### config.mk
export PLATFORM = sky130hd
export DESIGN_NAME = id_ex_stage
export DESIGN_NICKNAME = d
export VERILOG_FILES = /design/src/rtl/mips_pkg.sv /design/src/rtl/fwd_mux.sv /design/src/rtl/id_ex_stage.sv
export SDC_FILE = /design/constraint.sdc
export NUM_CORES = 1
export LEC_CHECK = 0
export CAP_MARGIN = 20
export CORE_MARGIN = 4
export CORE_UTILIZATION = 39
export CTS_CLUSTER_SIZE = 25
export DETAILED_ROUTE_END_ITERATION = 12
export GPL_TIMING_DRIVEN = 0
export PLACE_DENSITY_LB_ADDON = 0.1
export SYNTH_ARGS = -nofsm -noshare
export SYNTH_HDL_FRONTEND = slang
export SYNTH_SLANG_ARGS = --single-unit
export TNS_END_PERCENT = 100
### constraint.sdc
create_clock -name clk -period 1.98 [get_ports clk]
set_clock_uncertainty 0.2 [all_clocks]
set_input_delay 0.198 -clock clk [delete_from_list [all_inputs] [get_ports clk]]
set_output_delay 0.198 -clock clk [all_outputs]
set_load 0.05 [all_outputs]
### src/rtl/mips_pkg.sv
// Shared types and defaults for the MIPS pipeline.
// Control bundle carried from decode into EX.
package mips_pkg;

  localparam int DATA_W    = 32;
  localparam int REGADDR_W = 5;

  localparam logic [4:0] REG_ZERO = 5'd0;

  typedef struct packed {
    logic       regWrite;
    logic       memRead;
    logic       memWrite;
    logic       memToReg;
    logic       aluSrc;
    logic [3:0] aluOp;
  } ctrl_t;

  localparam ctrl_t CTRL_BUBBLE = '0;

endpackage

### src/rtl/fwd_mux.sv
// Operand forwarding mux: MEM result beats WB data.
// r0 is never forwarded, it always reads as its latched value.
module fwd_mux
  import mips_pkg::*;
#(
  parameter int DW = DATA_W,
  parameter int AW = REGADDR_W
) (
  input  logic [AW-1:0] idx_i,
  input  logic [DW-1:0] lat_i,
  input  logic          mem_we_i,
  input  logic [AW-1:0] mem_dest_i,
  input  logic [DW-1:0] mem_data_i,
  input  logic          wb_we_i,
  input  logic [AW-1:0] wb_dest_i,
  input  logic [DW-1:0] wb_data_i,
  output logic [DW-1:0] val_o
);

  // Pick the youngest in-flight producer of idx_i.
  always_comb begin
    val_o = lat_i;
    if (idx_i != '0) begin
      if (mem_we_i && mem_dest_i == idx_i) begin
        val_o = mem_data_i;
      end else if (wb_we_i && wb_dest_i == idx_i) begin
        val_o = wb_data_i;
      end
    end
  end

endmodule

### src/rtl/id_ex_stage.sv
// ID/EX pipeline register with WB bypass, EX forwarding
// and load-use stall generation.
module id_ex_stage
  import mips_pkg::*;
#(
  parameter int DATA_W    = mips_pkg::DATA_W,
  parameter int REGADDR_W = mips_pkg::REGADDR_W
) (
  input  logic                 clk,
  input  logic                 resetN,
  input  logic                 id_valid,
  input  logic [REGADDR_W-1:0] id_rs,
  input  logic [REGADDR_W-1:0] id_rt,
  input  logic                 id_usesRt,
  input  logic [REGADDR_W-1:0] id_dest,
  input  logic [DATA_W-1:0]    id_rfData1,
  input  logic [DATA_W-1:0]    id_rfData2,
  input  logic [DATA_W-1:0]    id_imm,
  input  ctrl_t                id_ctrl,
  input  logic                 flush,
  input  logic                 hold,
  input  logic                 mem_regWrite,
  input  logic [REGADDR_W-1:0] mem_dest,
  input  logic [DATA_W-1:0]    mem_result,
  input  logic                 wb_regWrite,
  input  logic [REGADDR_W-1:0] wb_dest,
  input  logic [DATA_W-1:0]    wb_data,
  output logic                 stall,
  output logic                 ex_valid,
  output logic [DATA_W-1:0]    ex_opA,
  output logic [DATA_W-1:0]    ex_opB,
  output logic [DATA_W-1:0]    ex_imm,
  output logic [REGADDR_W-1:0] ex_dest,
  output ctrl_t                ex_ctrl
);

  logic                 ex_valid_q, ex_valid_d;
  ctrl_t                ex_ctrl_q, ex_ctrl_d;
  logic [REGADDR_W-1:0] ex_dest_q, ex_dest_d;
  logic [REGADDR_W-1:0] ex_rs_q, ex_rs_d;
  logic [REGADDR_W-1:0] ex_rt_q, ex_rt_d;
  logic [DATA_W-1:0]    ex_imm_q, ex_imm_d;
  logic [DATA_W-1:0]    ex_a_q, ex_a_d;
  logic [DATA_W-1:0]    ex_b_q, ex_b_d;
  logic                 fpend_q, fpend_d;

  logic [DATA_W-1:0]    cap_a, cap_b;
  logic                 load_use;
  logic                 hit_rs, hit_rt;

  // The register file does not bypass its own write port.
  fwd_mux #(.DW(DATA_W), .AW(REGADDR_W)) u_byp_a (
    .idx_i(id_rs), .lat_i(id_rfData1),
    .mem_we_i(1'b0), .mem_dest_i('0), .mem_data_i('0),
    .wb_we_i(wb_regWrite), .wb_dest_i(wb_dest),
    .wb_data_i(wb_data), .val_o(cap_a)
  );

  fwd_mux #(.DW(DATA_W), .AW(REGADDR_W)) u_byp_b (
    .idx_i(id_rt), .lat_i(id_rfData2),
    .mem_we_i(1'b0), .mem_dest_i('0), .mem_data_i('0),
    .wb_we_i(wb_regWrite), .wb_dest_i(wb_dest),
    .wb_data_i(wb_data), .val_o(cap_b)
  );

  fwd_mux #(.DW(DATA_W), .AW(REGADDR_W)) u_fwd_a (
    .idx_i(ex_rs_q), .lat_i(ex_a_q),
    .mem_we_i(mem_regWrite), .mem_dest_i(mem_dest),
    .mem_data_i(mem_result),
    .wb_we_i(wb_regWrite), .wb_dest_i(wb_dest),
    .wb_data_i(wb_data), .val_o(ex_opA)
  );

  fwd_mux #(.DW(DATA_W), .AW(REGADDR_W)) u_fwd_b (
    .idx_i(ex_rt_q), .lat_i(ex_b_q),
    .mem_we_i(mem_regWrite), .mem_dest_i(mem_dest),
    .mem_data_i(mem_result),
    .wb_we_i(wb_regWrite), .wb_dest_i(wb_dest),
    .wb_data_i(wb_data), .val_o(ex_opB)
  );

  // Load in EX whose result the ID instruction needs.
  always_comb begin
    hit_rs   = ex_dest_q == id_rs;
    hit_rt   = id_usesRt && ex_dest_q == id_rt;
    load_use = id_valid && ex_valid_q
            && ex_ctrl_q.memRead
            && ex_dest_q != REGADDR_W'(REG_ZERO)
            && (hit_rs || hit_rt);
    stall    = hold | (load_use & ~flush & ~fpend_q);
  end

  // Next EX contents: hold > flush > load-use > capture.
  always_comb begin
    ex_valid_d = ex_valid_q;
    ex_ctrl_d  = ex_ctrl_q;
    ex_dest_d  = ex_dest_q;
    ex_rs_d    = ex_rs_q;
    ex_rt_d    = ex_rt_q;
    ex_imm_d   = ex_imm_q;
    ex_a_d     = ex_a_q;
    ex_b_d     = ex_b_q;
    fpend_d    = fpend_q;
    if (hold) begin
      fpend_d = fpend_q | flush;
    end else if (flush || fpend_q) begin
      ex_valid_d = 1'b0;
      ex_ctrl_d  = CTRL_BUBBLE;
      fpend_d    = 1'b0;
    end else if (load_use) begin
      ex_valid_d = 1'b0;
      ex_ctrl_d  = CTRL_BUBBLE;
    end else begin
      ex_valid_d = id_valid;
      ex_ctrl_d  = id_valid ? id_ctrl : CTRL_BUBBLE;
      ex_dest_d  = id_dest;
      ex_rs_d    = id_rs;
      ex_rt_d    = id_rt;
      ex_imm_d   = id_imm;
      ex_a_d     = cap_a;
      ex_b_d     = cap_b;
    end
  end

  // Pipeline register; reset leaves a bubble.
  always_ff @(posedge clk or negedge resetN) begin
    if (!resetN) begin
      ex_valid_q <= 1'b0;
      ex_ctrl_q  <= CTRL_BUBBLE;
      ex_dest_q  <= '0;
      ex_rs_q    <= '0;
      ex_rt_q    <= '0;
      ex_imm_q   <= '0;
      ex_a_q     <= '0;
      ex_b_q     <= '0;
      fpend_q    <= 1'b0;
    end else begin
      ex_valid_q <= ex_valid_d;
      ex_ctrl_q  <= ex_ctrl_d;
      ex_dest_q  <= ex_dest_d;
      ex_rs_q    <= ex_rs_d;
      ex_rt_q    <= ex_rt_d;
      ex_imm_q   <= ex_imm_d;
      ex_a_q     <= ex_a_d;
      ex_b_q     <= ex_b_d;
      fpend_q    <= fpend_d;
    end
  end

  assign ex_valid = ex_valid_q;
  assign ex_ctrl  = ex_ctrl_q;
  assign ex_dest  = ex_dest_q;
  assign ex_imm   = ex_imm_q;

endmodule

### Routed clock nets over the placement

Bar = 50 um.
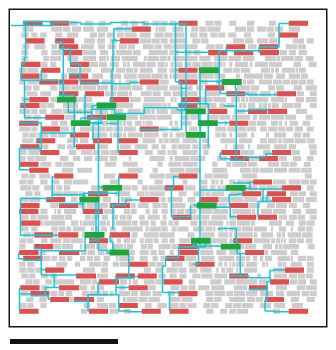
red -> flip-flops  # count 122
cyan -> clock wires  # length 1950 um
green -> clock drivers  # count 17
routed clock nets = 18
latest clock arrival within the worst-skew pair: 0.43 ns
fraction of power consumed by the clock network: 0.230
Clk power: 0.00297 W

### A small window of the routed layout

Window x 53 to 93, y 24 to 64 um. Cells in gray, sequential cells in the stronger gray; small squares are vias.
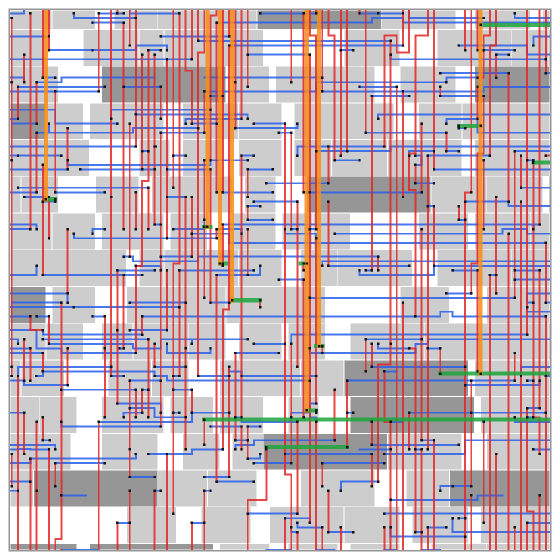
blue -> metal 1
red -> metal 2
orange -> metal 4
green -> metal 3
netlist names of flops here include = ex_a_q (4), ex_b_q (3)
sequential cells in the window = 9
cells with their middle in the window = 106
most frequent = buf_4 (14), xnor2_1 (11), mux2_4 (10)

### Routed metal, one color a layer

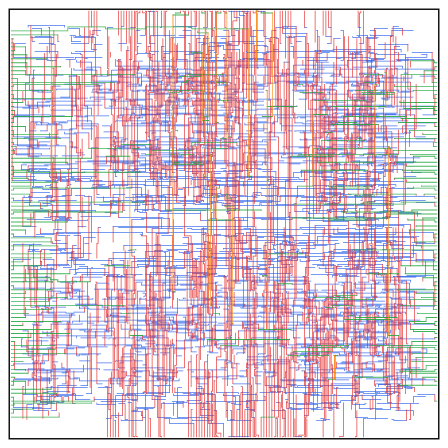
orange -> metal 4  # wire length 1020 um
green -> metal 3  # wire length 2770 um
blue -> metal 1  # wire length 12700 um
red -> metal 2  # wire length 15700 um

### Signal wires on met3

Bar = 50 um.
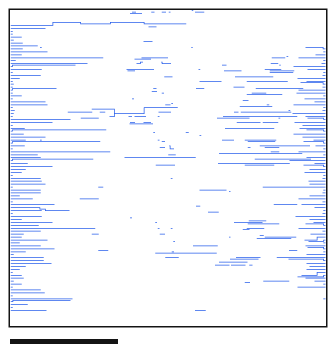
nets with wire on the layer = 258
longest straight run = 45.8 um
wire length on this layer = 2770 um

==> commit_impl_results.txt <==
Refresh implementation metrics

* Total half-perimeter wirelength after legalization and detailed placement: 19800 um
* Register area: 0.00307 mm^2
- Antenna diode instance count: 1
- Number of antenna violations at the first check in global routing: 1
* Delay of the slowest cell on the worst path: 0.43 ns
* Multi-input logic area: 0.00561 mm^2
* Leakage: 6.03 nW
- Synthesized-area fraction occupied by and/or/nand/nor cells: 0.0667
* Warnings, synthesis: 0
* Cell at the slowest stage of the critical path: sky130_fd_sc_hd__dfrtp_1
* Crit-path most repeated cell: sky130_fd_sc_hd__buf_12
- The number of setup buffers added after CTS is 55.
- Biggest area contributors in the synthesized netlist: sky130_fd_sc_hd__dfrtp_1 (41%), sky130_fd_sc_hd__mux2_2 (20%), sky130_fd_sc_hd__o22a_1 (7.5%)
- Number of synthesized register bits: 122
* Relative max-transition margin: 0.576
- The worst setup path is captured at an output port.
- Logic depth of the worst setup path including buffers: 8
* Clock Buffer Count: 18
* Met1 Wirelength: 12700 um
* Horizontal die size: 146 um
- Share of post-route cells with drive strength above 1: 0.509
- Hold slack: 0.0590 ns
- Combinational share of cell area: 0.381
- The run finished, with violations left.
- Cell taking the most area after synthesis: sky130_fd_sc_hd__dfrtp_1
* Maximum buffer depth of the clock tree: 2
- Seq/Total Area, Yosys: 0.410
* Area of the core region: 0.0188 mm^2
- Area growth from synthesis to layout: 97.9%
- The completed layout was analyzed and its total power is 0.0129 W.
* Power density of the placed cells: 876 mW/mm^2
* Critical Path Fanout Max: 10
- Reg-to-reg setup timing slack: -0.41 ns
- In this run the tool buffered the top-level ports with 309 buffer cells.
* Synthesized Nets: 878
- Per the cell usage report, the commonest logic cell in the layout is sky130_fd_sc_hd__clkdlybuf4s50_1.
- According to the Yosys statistics, the synthesized design has a chip area of 0.00745 mm^2.
* Nets: 1273
- Count of vias placed by the detailed router: 7522
* Global-route track usage on met3: 0.0912
* Dominant kind of cell: combinational gates
- Pre-antenna DRT Iters: 4
- Measured slew at the worst slew-check pin: 0.636 ns
- For reference, the critical path cell chain is xnor2_1, nand4_1, or2_4, a21oi_4, buf_12, buf_12, o22a_4, buf_8.
* Routed wire length: 32200 um
* Multiplexer share of the synthesized area: 0.265
- Using the TritonRoute via totals, the vias-per-cell ratio works out to 5.70.
- Residual overflow from global routing: 0
* Final critical-path setup slack: -0.898 ns
* CP startpoint: ex_rt_q[0]
- Looking at the VDD voltage map, the peak drop is 621 uV.
- Main kind of combinational logic by area: multiplexers
- Violated checks: setup timing
* Pre-placement core utilization: 0.397
- Post-cts gate resize count: 759
* Netlist Area Pre-Place: 0.00745 mm^2
* Number of global-route vias before repair: 8167
- Non-clock buffer share: 0.346
- Of the total standard cell area in the layout, the sequential portion is 0.208.
- Of the available clock period, the critical path in the final layout requires 1.45.
* Met1 track demand over resource: 0.345
- Number of levels the H-tree was split into: 4
* GR met2 Demand/Resource: 0.476
* Top Metal Used: met4
* Average wire per standard cell: 24.4 um
- Fraction of post-synthesis cell area in the top cell type by area: 0.410
- Post-placement setup slack: -1.73 ns
- Final setup viols: 186
* Clock transition at the registers of the reported paths: 0.06 ns
- Final standard cell area without fillers: 0.0147 mm^2
- Crit Path Class: flip-flop to output port
* Clock tree from TritonCTS: built
* Wire length of the first global-routing pass: 47700 um
- Setup repair after global routing could not meet its margin everywhere.
- Across all stage logs, warnings added up to 29.
* Seq cells: 122
- XOR Share, Synth: 0.0447
- According to the cell report, the number of logic gates is 457.
* Layout buffer count excluding clock buffers: 441
- In this run the mean area of a mapped cell was 11.0 um^2.
- The final timing report derives a shortest allowable period of 2.88 ns.
- Final Hold Violation Tally: 0
* Die height: 146 um
- The routed design uses 15700 um of met2 wire.
- Detailed-route DRC error count: 0
- Clock tree synthesis found a total of 122 sinks.
* Final number of max-transition violations: 0
* Most numerous logic cells after layout: sky130_fd_sc_hd__clkdlybuf4s50_1 (194), sky130_fd_sc_hd__dfrtp_1 (112), sky130_fd_sc_hd__mux2_4 (110), sky130_fd_sc_hd__o22a_4 (64), sky130_fd_sc_hd__mux2_2 (54)
- In the synthesized netlist, the number of instances is 676.
- Final ANT Viol Nets: 0
* Final clock-cell share: 0.0374
- In the Yosys report the total cell count is 676.
* Top-Level Pins: 314
- TAP cells: 234
* Worst Path Arrival: 2.48 ns
- Total instance count after detailed placement: 1220
- The most critical min-delay path falls under primary input to async pin.
- AO/OA Area Share: 0.154
- Fill count: 1154
- Post-cts hold buffer count: 1
* Setup Total Neg Slack: -98.12 ns
- Once iteration 0 of detailed routing completed, the report listed 333 DRC markers.
- Top Family by Delay on Critical Path: simple AND/OR/NAND/NOR gates
- Per the TritonCTS log, the buffer count is 17.
- Routability Congestion: 0.817
* Post-Route Utilization: 0.786
- Number of max-cap violations: 0
- In this run, the synthesized area fraction spent on adder and majority cells is recorded as 0.
- In this run the core area contains 50 standard-cell rows.
- The most critical setup path has its endpoint at ex_opB[7].
report_power, final:
group | switching [W] | internal (W)
sequential | 0.000394 | 0.00296
clock | 0.00131 | 0.00166
combinational | 0.00334 | 0.00325
Yosys cell counts, drive strengths merged:
library cell / n
nor4: 3
o22a: 64
or3: 2
xnor2: 30
nand4: 3
xor2: 8
clkbuf: 30
a31o: 1
buf: 35
and3: 2
nand3: 6
a21oi: 3
a31oi: 64
mux2: 175
or2: 2
nor2b: 1
nand2: 8
a211oi: 2
a22o: 1
a32o: 9
o22ai: 1
nor3: 65
inv: 32
dfrtp: 122
a2111oi: 1
nor2: 4
or4: 2
Power is estimated from default activity; no workload was simulated.
